### src/rtl/ula_pkg.sv
// ula_pkg: shared ALU control codes, function fields and MDU state type.
package ula_pkg;
  localparam logic [3:0] OP_AND = 4'b0000;
  localparam logic [3:0] OP_OR  = 4'b0001;
  localparam logic [3:0] OP_ADD = 4'b0010;
  localparam logic [3:0] OP_SLL = 4'b0011;
  localparam logic [3:0] OP_SRL = 4'b0100;
  localparam logic [3:0] OP_SRA = 4'b0101;
  localparam logic [3:0] OP_SUB = 4'b0110;
  localparam logic [3:0] OP_SLT = 4'b0111;
  localparam logic [3:0] OP_NOR = 4'b1100;
  localparam logic [3:0] OP_XOR = 4'b1101;

  localparam logic [1:0] UOP_LS   = 2'b00;
  localparam logic [1:0] UOP_BR   = 2'b01;
  localparam logic [1:0] UOP_R    = 2'b10;
  localparam logic [1:0] UOP_ADDI = 2'b11;

  localparam logic [5:0] F_ADD   = 6'b100000;
  localparam logic [5:0] F_SUB   = 6'b100010;
  localparam logic [5:0] F_AND   = 6'b100100;
  localparam logic [5:0] F_OR    = 6'b100101;
  localparam logic [5:0] F_XOR   = 6'b100110;
  localparam logic [5:0] F_NOR   = 6'b100111;
  localparam logic [5:0] F_SLT   = 6'b101010;
  localparam logic [5:0] F_SLL   = 6'b000000;
  localparam logic [5:0] F_SRL   = 6'b000010;
  localparam logic [5:0] F_SRA   = 6'b000011;
  localparam logic [5:0] F_MULT  = 6'b011000;
  localparam logic [5:0] F_MULTU = 6'b011001;
  localparam logic [5:0] F_DIV   = 6'b011010;
  localparam logic [5:0] F_DIVU  = 6'b011011;
  localparam logic [5:0] F_MFHI  = 6'b010000;
  localparam logic [5:0] F_MTHI  = 6'b010001;
  localparam logic [5:0] F_MFLO  = 6'b010010;
  localparam logic [5:0] F_MTLO  = 6'b010011;

  typedef enum logic [1:0] {ST_IDLE, ST_MUL, ST_DIV, ST_FIN} mdu_state_e;

  function automatic logic is_mdu_func(input logic [5:0] f);
    return f inside {F_MULT, F_MULTU, F_DIV, F_DIVU, F_MFHI, F_MTHI, F_MFLO, F_MTLO};
  endfunction
endpackage

### src/rtl/ula_mdu.sv
// ula_mdu: iterative shift-add multiplier / restoring divider, one bit per cycle,
// with sign handling on magnitudes and results presented during FIN.
module ula_mdu
  import ula_pkg::*;
#(
  parameter int WIDTH = 32,
  parameter int CW    = $clog2(WIDTH)
) (
  input  logic             clk,
  input  logic             rst,
  input  logic             start_mul,
  input  logic             start_div,
  input  logic             is_signed,
  input  logic [WIDTH-1:0] a,
  input  logic [WIDTH-1:0] b,
  output logic             busy,
  output logic             done,
  output logic [WIDTH-1:0] hi_res,
  output logic [WIDTH-1:0] lo_res
);
  mdu_state_e state_q, state_d;
  logic [CW-1:0] cnt_q, cnt_d;
  logic [WIDTH-1:0] a_q, a_d, b_q, b_d, x_q, x_d, y_q, y_d, acc_q, acc_d;
  logic sgn_q, sgn_d, div_q, div_d;
  logic [WIDTH:0] sum, shifted, diff;
  logic [2*WIDTH:0] mul_sh;
  logic [2*WIDTH-1:0] prod;
  logic [WIDTH-1:0] quo, rem;
  logic last;
  always_comb begin
    state_d = state_q;
    cnt_d   = cnt_q;
    a_d     = a_q;
    b_d     = b_q;
    x_d     = x_q;
    y_d     = y_q;
    acc_d   = acc_q;
    sgn_d   = sgn_q;
    div_d   = div_q;
    sum     = {1'b0, acc_q} + (x_q[0] ? {1'b0, y_q} : '0);
    mul_sh  = {sum, x_q} >> 1;
    shifted = {acc_q, x_q[WIDTH-1]};
    diff    = shifted - {1'b0, y_q};
    last    = cnt_q == CW'(WIDTH - 1);
    // x holds multiplier/dividend magnitude, y multiplicand/divisor magnitude
    if (state_q == ST_IDLE && (start_mul || start_div)) begin
      state_d = start_div ? ST_DIV : ST_MUL;
      cnt_d   = '0;
      a_d     = a;
      b_d     = b;
      x_d     = (is_signed && a[WIDTH-1]) ? -a : a;
      y_d     = (is_signed && b[WIDTH-1]) ? -b : b;
      acc_d   = '0;
      sgn_d   = is_signed;
      div_d   = start_div;
    end else if (state_q == ST_MUL) begin
      acc_d   = mul_sh[2*WIDTH-1:WIDTH];
      x_d     = mul_sh[WIDTH-1:0];
      cnt_d   = cnt_q + 1'b1;
      state_d = last ? ST_FIN : ST_MUL;
    end else if (state_q == ST_DIV) begin
      acc_d   = diff[WIDTH] ? shifted[WIDTH-1:0] : diff[WIDTH-1:0];
      x_d     = {x_q[WIDTH-2:0], ~diff[WIDTH]};
      cnt_d   = cnt_q + 1'b1;
      state_d = last ? ST_FIN : ST_DIV;
    end else if (state_q == ST_FIN) begin
      state_d = ST_IDLE;
      cnt_d   = '0;
    end
  end
  always_comb begin
    prod   = (sgn_q && (a_q[WIDTH-1] ^ b_q[WIDTH-1])) ? -{acc_q, x_q} : {acc_q, x_q};
    quo    = (sgn_q && (a_q[WIDTH-1] ^ b_q[WIDTH-1])) ? -x_q : x_q;
    rem    = (sgn_q && a_q[WIDTH-1]) ? -acc_q : acc_q;
    hi_res = !div_q ? prod[2*WIDTH-1:WIDTH] : (b_q == '0) ? a_q : rem;
    lo_res = !div_q ? prod[WIDTH-1:0] : (b_q == '0) ? '1 : quo;
    busy   = state_q != ST_IDLE;
    done   = state_q == ST_FIN;
  end
  always_ff @(posedge clk or posedge rst) begin
    if (rst) begin
      state_q <= ST_IDLE;
      cnt_q   <= '0;
      a_q     <= '0;
      b_q     <= '0;
      x_q     <= '0;
      y_q     <= '0;
      acc_q   <= '0;
      sgn_q   <= 1'b0;
      div_q   <= 1'b0;
    end else begin
      state_q <= state_d;
      cnt_q   <= cnt_d;
      a_q     <= a_d;
      b_q     <= b_d;
      x_q     <= x_d;
      y_q     <= y_d;
      acc_q   <= acc_d;
      sgn_q   <= sgn_d;
      div_q   <= div_d;
    end
  end
endmodule

### src/rtl/ula_control_md.sv
// ula_control_md: ALU control decode plus HI/LO registers fed by the
// iterative multiply/divide engine, with stall for MDU ops while busy.
module ula_control_md
  import ula_pkg::*;
#(
  parameter int WIDTH = 32,
  parameter int CW    = $clog2(WIDTH)
) (
  input  logic             clk,
  input  logic             rst,
  input  logic [1:0]       ula_operation,
  input  logic [5:0]       func,
  input  logic             valid,
  input  logic [WIDTH-1:0] a,
  input  logic [WIDTH-1:0] b,
  output logic [3:0]       operation,
  output logic [WIDTH-1:0] hilo_data,
  output logic             stall,
  output logic             done
);
  logic [WIDTH-1:0] hi_q, hi_d, lo_q, lo_d, hi_res, lo_res;
  logic busy, is_r, idle_req, start_mul, start_div, is_signed;
  always_comb begin
    operation = OP_AND;
    if (ula_operation == UOP_BR) operation = OP_SUB;
    else if (ula_operation != UOP_R) operation = OP_ADD;
    else
      case (func)
        F_ADD:   operation = OP_ADD;
        F_SUB:   operation = OP_SUB;
        F_AND:   operation = OP_AND;
        F_OR:    operation = OP_OR;
        F_XOR:   operation = OP_XOR;
        F_NOR:   operation = OP_NOR;
        F_SLT:   operation = OP_SLT;
        F_SLL:   operation = OP_SLL;
        F_SRL:   operation = OP_SRL;
        F_SRA:   operation = OP_SRA;
        default: operation = OP_AND;
      endcase
  end
  always_comb begin
    is_r      = ula_operation == UOP_R;
    idle_req  = valid && is_r && !busy;
    start_mul = idle_req && (func == F_MULT || func == F_MULTU);
    start_div = idle_req && (func == F_DIV || func == F_DIVU);
    is_signed = func == F_MULT || func == F_DIV;
    stall     = valid && busy && is_r && is_mdu_func(func);
    hi_d      = done ? hi_res : (idle_req && func == F_MTHI) ? a : hi_q;
    lo_d      = done ? lo_res : (idle_req && func == F_MTLO) ? a : lo_q;
    hilo_data = (is_r && func == F_MFHI) ? hi_q : lo_q;
  end
  always_ff @(posedge clk or posedge rst) begin
    if (rst) begin
      hi_q <= '0;
      lo_q <= '0;
    end else begin
      hi_q <= hi_d;
      lo_q <= lo_d;
    end
  end
  ula_mdu #(.WIDTH(WIDTH), .CW(CW)) u_mdu (
    .clk       (clk),
    .rst       (rst),
    .start_mul (start_mul),
    .start_div (start_div),
    .is_signed (is_signed),
    .a         (a),
    .b         (b),
    .busy      (busy),
    .done      (done),
    .hi_res    (hi_res),
    .lo_res    (lo_res)
  );
endmodule

### config.mk
export PLATFORM = sky130hd
export DESIGN_NAME = ula_control_md
export DESIGN_NICKNAME = d
export VERILOG_FILES = /design/src/rtl/ula_pkg.sv /design/src/rtl/ula_mdu.sv /design/src/rtl/ula_control_md.sv
export SDC_FILE = /design/constraint.sdc
export NUM_CORES = 1
export LEC_CHECK = 0
export CAP_MARGIN = 5
export CORE_MARGIN = 4
export CORE_UTILIZATION = 45
export CTS_CLUSTER_SIZE = 8
export DETAILED_ROUTE_END_ITERATION = 10
export DONT_BUFFER_PORTS = 1
export GPL_TIMING_DRIVEN = 0
export HOLD_SLACK_MARGIN = 0.06
export PLACE_DENSITY_LB_ADDON = 0.12
export SYNTH_ARGS = -nofsm -noshare
export SYNTH_HDL_FRONTEND = slang
export SYNTH_SLANG_ARGS = --single-unit
### constraint.sdc
create_clock -name clk -period 10.7 [get_ports clk]
set_clock_uncertainty 0.1 [all_clocks]
set_input_delay 2.675 -clock clk [delete_from_list [all_inputs] [get_ports clk]]
set_output_delay 2.675 -clock clk [all_outputs]
set_load 0.02 [all_outputs]
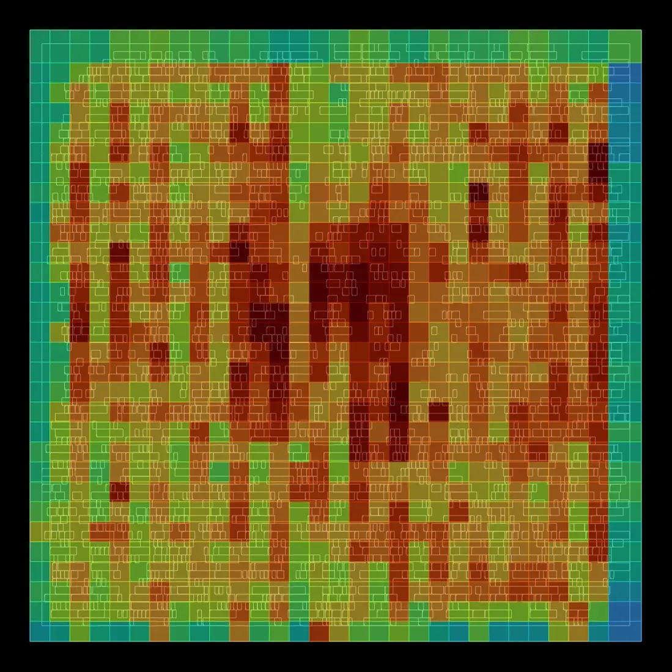
Figure 1: run 1, routing congestion.
GR Layer Usage met3: 4.51%
met1 usage: 42.2%
GR Layer Usage met2: 55.9%

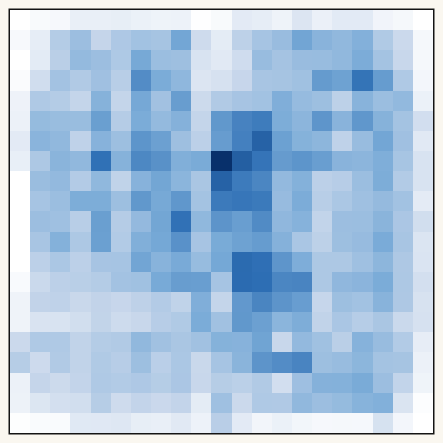
Figure 2: run 1, wire density map.
Scale: 2 px per µm. 21 x 21 tiles, from white (low) to dark blue (high), scaled to the fullest tile. Values are wire area over tile area, all layers added.
- tiles over half the peak: 17%
- emptiest ninth of the die: bottom left
- nearly empty tiles: 2.7%
- densest ninth of the die: middle

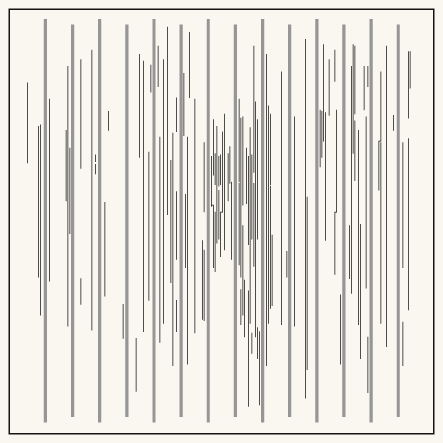
Figure 3: run 1, signal wires on met4.
Scale: 2 px per µm. Supply wires on this layer in grey.
- nets with wire on the layer: 86
- main direction: vertical
- wire length on this layer: 5,830 µm

## run 1: area by class of cell
type,instances,area [µm²]
sequential,232,5810
clock inverter,4,56.3
fill,4075,20600
buffer,167,689
clock buffer,38,897
antenna,1,2.50
timing repair buffer,3,66.3
tap,532,666
multi-input combinational,1853,11800
inverter,81,312
## run 1: per-stage QoR
step                      setup TNS, ps  setup slack (ps)  hold slack (ps)  util [%]  cell area, µm²
after CTS                             0              3200              376      49.7           20300
after floorplan                       0              1560              340         -           18600
final                                 0              3190              374      49.7           20300
after global placement          -332230             -1460              357      47.2           19300
after detailed placement              0              3200              358      47.3           19400
after global routing                  0              3110              388      49.7           20300
## run 1: kinds of logic (layout without fill, tap and decap cells)
group	Yosys count	after routing	synth area share [%]
and+or+nand+nor	774	774	19.6
AOI/OAI and AO/OA	708	708	23.8
buffers and inverters	248	293	5.33
DFF	232	232	31.2
xor gates and xnor gates	169	169	7.94
muxes	126	126	6.99
adders and majority gates	76	76	5.18
other	0	1	0
## run 1: power breakdown
group | internal [µW] | switching (µW)
Sequential | 1140 | 326
Combinational | 1080 | 1780
Clock | 613 | 425
Total | 2830 | 2530
## run 1: cell usage in the layout (no fill, tap or decap), types with 34 or more instances in the layout
master	netlist	layout
nor2_1	168	168
xnor2_1	91	91
ha_1	74	74
nor3_1	36	35
clkbuf_1	129	131
xor2_1	78	78
nand2_1	361	361
clkbuf_16	0	35
o211ai_1	62	62
a22oi_1	34	34
a211oi_1	37	37
o21ai_0	236	236
mux2i_1	93	93
inv_1	80	79
dfrtp_1	232	232
a21oi_1	161	161
## run 1: flip-flops by register name, summed over array words and instances, names as in the netlist
register and cells:
u_mdu.a_q 32, u_mdu.sgn_q 1, u_mdu.b_q 31, u_mdu.y_q 32
u_mdu.acc_q 32, u_mdu.div_q 1, u_mdu.cnt_q 5, hi_q 32
lo_q 32, u_mdu.state_q 2, u_mdu.x_q 32
## run 1: path summary, 6_finish.rpt
kind / endpoint / slack [ps] / cells after the start
min: u_mdu.b_q[8]$_DFFE_PP0P_ / 370 / 2
min reg2reg: u_mdu.b_q[8]$_DFFE_PP0P_ / 370 / 2
max reg2reg: hi_q[30]$_DFFE_PP0P_ / 5880 / 12
min in group asynchronous: u_mdu.b_q[27]$_DFFE_PP0P_ / 1840 / 1
max in group asynchronous: hi_q[22]$_DFFE_PP0P_ / 7790 / 2
max: hilo_data[4] / 3190 / 5
## run 1: per-layer routing
metal | routed length [µm] | up-vias
met5 | 0 | -
met1 | 30900 | 8887
li1 | - | 8420
met3 | 4590 | 229
met4 | 5830 | 0
met2 | 35700 | 770
## run 1: critical path, cell delays in order
cell and delay (ps):
clkbuf_1 370, nor2_1 120, nand4_1 490, clkbuf_1 580, mux2_2 480
==> out/metrics.cfg, run 1 <==
[floorplanning]
fp.dieW_um = 211
design.core.area_um2 = 40900
die_h_um = 211
chipArea_um2 = 44700
fp_util_pct = 45.5

[final_timing]
tightest_slew_ps = 1300
finalSetupViolCount = 0
rsz0062_at_grt = false
finalCritPeriodShare_pct = 70.1

[logic_synthesis]
ys_area_um2 = 18600
synth_top_cell_by_area = dfrtp_1
yosys_warnings = 0
synth_area_per_cell_um2 = 7.99
syn_inst = 2333
fp_nets = 2484
edf_count = 0
synthMostInstantiatedCell = nand2_1
synthTopCellsByArea = dfrtp_1 31%, nand2_1 7.3%, o21ai_0 6.3%
yosysCellCount = 2333

[final_layout]
area_growth_pct = 9.13
finalNetCount = 2524
layout-drive-gt1-share_pct = 6.14

[placement]
dp.cells = 2868
portBuffers = 0

[critical_path]
cp_max_fo = 10
r2r-start = u_mdu.x_q[0]$_DFFE_PP0P_
critPathLaunchType = input pin

[job]
maxCapViolations = 0
warnings = 32

[drt]
firstDrtPassIters = 5
wl_per_cell_um = 26.5
ant_nets = 0
wl_um = 77100

[clock_network]
clkTransAtPathRegs_ps = 40
post-cts-setup-buffers = 0
htree_levels = 2

[global_routing]
grt_util_all_layers_pct = 34.0
antenna_found_initial = 1
grt_start_max_net_pins = 104
grt_pass1_vias = 18100

[min_path]
hold_start = u_mdu.b_q[8]$_DFFE_PP0P_
hold_class = flip-flop to flip-flop

[run_status]
status = completed

Figure 4. Layout detail (run 1).
Window x 91 to 121, y 48 to 78 µm. Cells in grey, sequential cells in the stronger grey; small squares are vias.
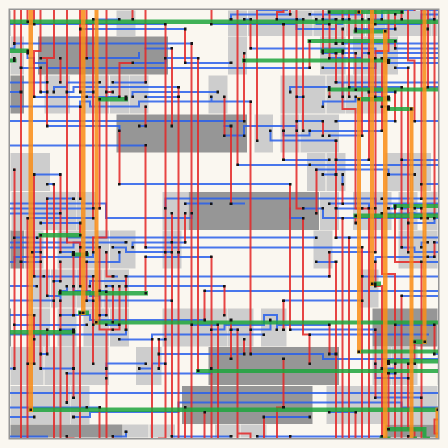

==> inputs of run 2 (changes only) <==
==> constraint.sdc (replaced) <==
create_clock -name clk -period 7.15 [get_ports clk]
set_clock_uncertainty 0.1 [all_clocks]
set_input_delay 1.7875 -clock clk [delete_from_list [all_inputs] [get_ports clk]]
set_output_delay 1.7875 -clock clk [all_outputs]
set_load 0.02 [all_outputs]
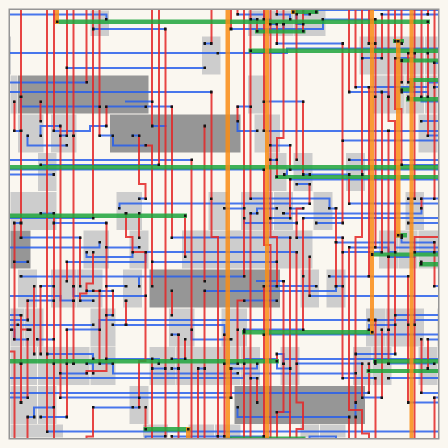
Figure 5: run 2, layout detail.
Window x 91 to 121, y 48 to 78 µm. Cells in grey, sequential cells in the stronger grey; small squares are vias.
- met1: blue
- met2: red
- met3: green
- met4: orange
- sequential cells in the window: 4
- cells with their middle in the window: 57
- most frequent: clkbuf_1 (16), nand2_1 (9), o21ai_0 (7)

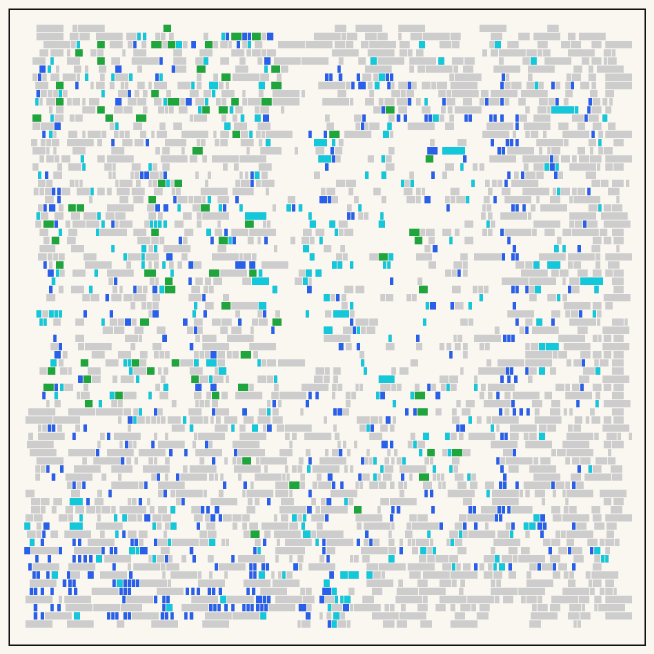
Figure 6: run 2, selected gate families.
Scale: 3 px per µm.
- NOR gates: cyan (cells 274; where all over the die)
- AND-OR and OR-AND gates: green (cells 76)
- NAND gates: blue (cells 428; where all over the die)

==> run 2 against run 1 <==
Effect of this change: die size unchanged; final cell count up 0.21%; hold slack worse by 1.6 ps; non-clock buffer count increased by 4; count of clock-buffer cells in the layout increased by 4; synthesized cell count stayed put; register-to-register slack got worse by 3300 ps; highest routed layer unchanged.
==> out/metrics.cfg, run 2 <==
[run_status]
status = completed

[placement]
portBuffers = 0
place_ws_ps = 1370

[logic_synthesis]
yosys_warnings = 0
synth.cellmix.simpleShare_pct = 19.6
yosysCellCount = 2333
fa_ha_area_share_pct = 5.18
mux_share_pct = 6.99
ys_sh_aoi_pct = 23.8
synth_area_per_cell_um2 = 7.99
synthMostInstantiatedCell = nand2_1
fp_nets = 2484
logic_family = AND-OR/OR-AND gates
ys_area_um2 = 18600
edf_count = 0
xor_area_share_pct = 7.94

[job]
maxCapViolations = 0

[critical_path]
crit_chain = clkbuf_1 > nor2_1 > nand4_1 > clkbuf_1 > mux2_2
critPathLaunchType = input pin
crit_family = buffers and inverters
cp_common_cell = clkbuf_1
cp_max_fo = 10
slowest_stage = clkbuf_1

[global_routing]
antenna_found_initial = 0
grt_util_all_layers_pct = 34.5
grt_start_max_net_pins = 40
grt_pass1_vias = 18000

[final_layout]
area_growth_pct = 9.40
num_antenna_cells = 0
seq_area_um2 = 5810
layout-drive-gt1-share_pct = 6.25
lay_top_cells = 361 x nand2_1, 236 x o21ai_0, 232 x dfrtp_1

[final_timing]
setup_slack_ps = 1390
setup_tns_ps = 0
rsz0062_at_grt = false
finalCritPeriodShare_pct = 80.6
whs_ps = 372
tightest_slew_ps = 1190
finalSetupViolCount = 0

[floorplanning]
die_h_um = 211
fp_util_pct = 45.5
design.core.area_um2 = 40900
fp.dieW_um = 211
chipArea_um2 = 44700

[min_path]
hold_class = flip-flop to flip-flop

[drt]
firstDrtPassIters = 5
ant_nets = 0
wl_um = 78200

[clock_network]
post-cts-setup-buffers = 0
clkTransAtPathRegs_ps = 60

[run 2: cell counts after synthesis]
No cell type changed its count.
[run 2: metrics by stage]
stage                     total power [µW]  util (%)  cell area, µm²  instances
final                                 8020      49.8           20400       2917
after global routing                  8540      49.8           20400       2917
after global placement                6340      47.2           19300       2865
after CTS                             7960      49.8           20400       2917
after floorplan                       5120         -           18600       2333
after detailed placement              6400      47.5           19400       2872
[run 2: cell type report]
class | count | share of cell area (%)
Buffer | 167 | 3.38
Clock buffer | 42 | 4.48
Clock inverter | 3 | 0.129
Inverter | 81 | 1.51
Multi-Input combinational cell | 1853 | 58.1
Sequential cell | 232 | 28.5
Tap cell | 532 | 3.27
Timing Repair Buffer | 7 | 0.681
[run 2: worst register-to-register path: stages (launching register included)]
cell,delay [ps]
dfrtp_1,520
inv_1,440
buf_1,580
ha_1,380
and4b_1,410
and3b_1,210
buf_4,190
nand3_1,220
nor2_1,360
a21oi_1,130
xor2_1,180
a211oi_1,650
a21oi_1,80
[run 2: worst paths after layout]
path,start,endpoint,slack (ps),depth (start not counted)
worst max-delay path,func[1],hilo_data[28],1390,5
worst min-delay path,u_mdu.a_q[30]$_DFFE_PP0P_,u_mdu.a_q[30]$_DFFE_PP0P_,370,2
worst max register to register,u_mdu.x_q[0]$_DFFE_PP0P_,hi_q[30]$_DFFE_PP0P_,2550,12
worst min register to register,u_mdu.a_q[30]$_DFFE_PP0P_,u_mdu.a_q[30]$_DFFE_PP0P_,370,2
max in group asynchronous,rst,u_mdu.x_q[19]$_DFFE_PP0P_,4390,5
min in group asynchronous,rst,u_mdu.b_q[2]$_DFFE_PP0P_,1150,1
[run 2: kinds of logic (layout without fill, tap and decap cells)]
| family | count (synthesis) | count (layout) |
|---|---|---|
| adders and majority gates | 76 | 76 |
| and+or+nand+nor | 774 | 774 |
| DFF | 232 | 232 |
| AOI/OAI and AO/OA | 708 | 708 |
| buffers and inverters | 248 | 300 |
| muxes | 126 | 126 |
| xor gates and xnor gates | 169 | 169 |
[run 2: where the power goes]
part           total, µW  switching [µW]  internal [µW]
clock network       1520             633            889
registers           2190             483           1710
logic               4310            2690           1620
total               8020            3800           4220
[run 2: metal layers]
metal	vias up	share of wire, %	track usage (%)
met4	0	5.4	16.6
met1	8909	41	43.5
met5	-	0	0
met2	663	48	58.6
met3	160	5.4	4.61
li1	8422	-	-
==> inputs of run 3 (changes only) <==
==> constraint.sdc (replaced) <==
create_clock -name clk -period 5.3 [get_ports clk]
set_clock_uncertainty 0.1 [all_clocks]
set_input_delay 1.325 -clock clk [delete_from_list [all_inputs] [get_ports clk]]
set_output_delay 1.325 -clock clk [all_outputs]
set_load 0.02 [all_outputs]
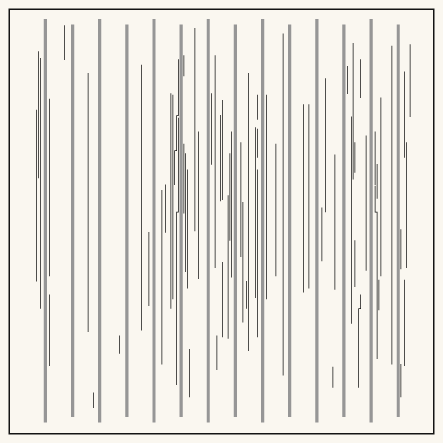
Figure 7: run 3, signal wires on met4.
Scale: 2 px per µm. Supply wires on this layer in grey.
- wire length on this layer: 4,220 µm
- main direction: vertical
- longest straight run: 171 µm
- share of all routed wire: 5.4%
- nets with wire on the layer: 58

==> run 3 against run 2 <==
Effect of this change: sequential power up 35%; utilization unchanged; synthesized cell count unchanged; critical endpoint unchanged; largest power group unchanged.
==> out/metrics.cfg, run 3 <==
[logic_synthesis]
yosysCellCount = 2333
edf_count = 0
syn_inst = 2333
synth_area_per_cell_um2 = 7.99
yosys_warnings = 0
ys_area_um2 = 18600
synthTopCellsByArea = dfrtp_1 31%, nand2_1 7.3%, o21ai_0 6.3%
fp_nets = 2484
synthMostInstantiatedCell = nand2_1

[clock_network]
htree_levels = 2
post-cts-setup-buffers = 0

[global_routing]
grt_pass1_vias = 18000
grt_start_max_net_pins = 40

[run_status]
status = completed

[power]
sequentialPowerShare_pct = 27.3

[final_layout]
fillers = 4145
finalNetCount = 2528
num_antenna_cells = 0
final_util_pct = 49.8
layout-drive-gt1-share_pct = 6.25

[job]
maxCapViolations = 0

[placement]
dp.cells = 2872

[drt]
ant_nets = 0
wl_per_cell_um = 26.8
wl_um = 78200

[floorplanning]
chipArea_um2 = 44700
design.core.area_um2 = 40900
fp.dieW_um = 211

[critical_path]
crit_chain = clkbuf_1 > nor2_1 > nand4_1 > clkbuf_1 > mux2_2
cp_max_fo = 10

[final_timing]
finalSetupViolCount = 0
whs_ps = 372

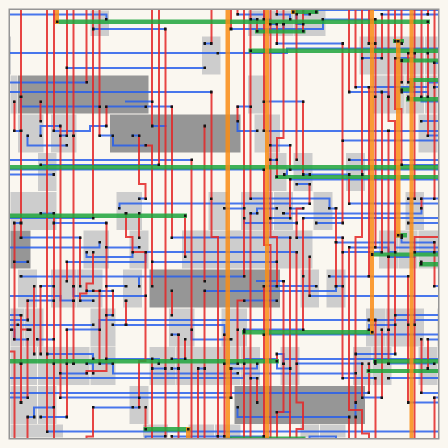
Figure 8: run 3, layout detail.
Window x 91 to 121, y 48 to 78 µm. Cells in grey, sequential cells in the stronger grey; small squares are vias.
- met2: red
- met4: orange
- met1: blue
- met3: green
- sequential cells in the window: 4
- cells with their middle in the window: 57
- most frequent: clkbuf_1 (16), nand2_1 (9), o21ai_0 (7)

run 3: cell counts after synthesis:
Identical to the previous run, type by type.
run 3: cell families after synthesis:
| group | share of synthesized area [%] |
|---|---|
| buf+inv | 5.33 |
| simple gates | 19.6 |
| fa+ha+maj | 5.18 |
| flops | 31.2 |
| mux | 6.99 |
| compound gates | 23.8 |
| xor+xnor | 7.94 |
run 3: metrics by stage:
step	instance area (µm²)	power [µW]	TNS, ps
CTS	20400	10700	0
global placement	19300	8550	-159510
floorplan	18600	6910	0
global route	20400	11500	0
detailed placement	19400	8640	0
finish	20400	10800	0
run 3: final timing paths:
check                                           from                         to  slack, ps
min                        u_mdu.a_q[30]$_DFFE_PP0P_  u_mdu.a_q[30]$_DFFE_PP0P_        370
max in group asynchronous                        rst  u_mdu.x_q[19]$_DFFE_PP0P_       3000
min in group asynchronous                        rst   u_mdu.b_q[2]$_DFFE_PP0P_        690
max                                          func[1]              hilo_data[28]        460
min reg2reg                u_mdu.a_q[30]$_DFFE_PP0P_  u_mdu.a_q[30]$_DFFE_PP0P_        370
max reg2reg                 u_mdu.x_q[0]$_DFFE_PP0P_       hi_q[30]$_DFFE_PP0P_        700
run 3: metal layers:
metal,routed length (µm),GRT usage [%],vias up
met3,4220,4.61,160
li1,-,-,8422
met5,0,0,-
met2,37900,58.6,663
met4,4220,16.6,0
met1,31900,43.5,8909
run 3: power groups by stage:
stage | combinational [µW] | clock, µW | sequential [µW]
after global placement | 5610 | 0 | 2950
after global routing | 6340 | 2160 | 3010
final | 5810 | 2050 | 2960
after floorplan | 4210 | 0 | 2700
after detailed placement | 5690 | 0 | 2950
after CTS | 5720 | 2080 | 2930
run 3: layout make-up:
cell class	count	area share (%)
buffer	167	3.38
timing repair buffer	7	0.681
multi-input combinational	1853	58.1
clock inverter	3	0.129
sequential	232	28.5
clock buffer	42	4.48
inverter	81	1.51
tap	532	3.27
run 3: tightest hold or removal path, delay by kind of cell (launching register included):
kind / cells / cell delay [ps]
and+or+nand+nor: 2 / 100
DFF: 1 / 340
Power and IR drop assume default switching activity.
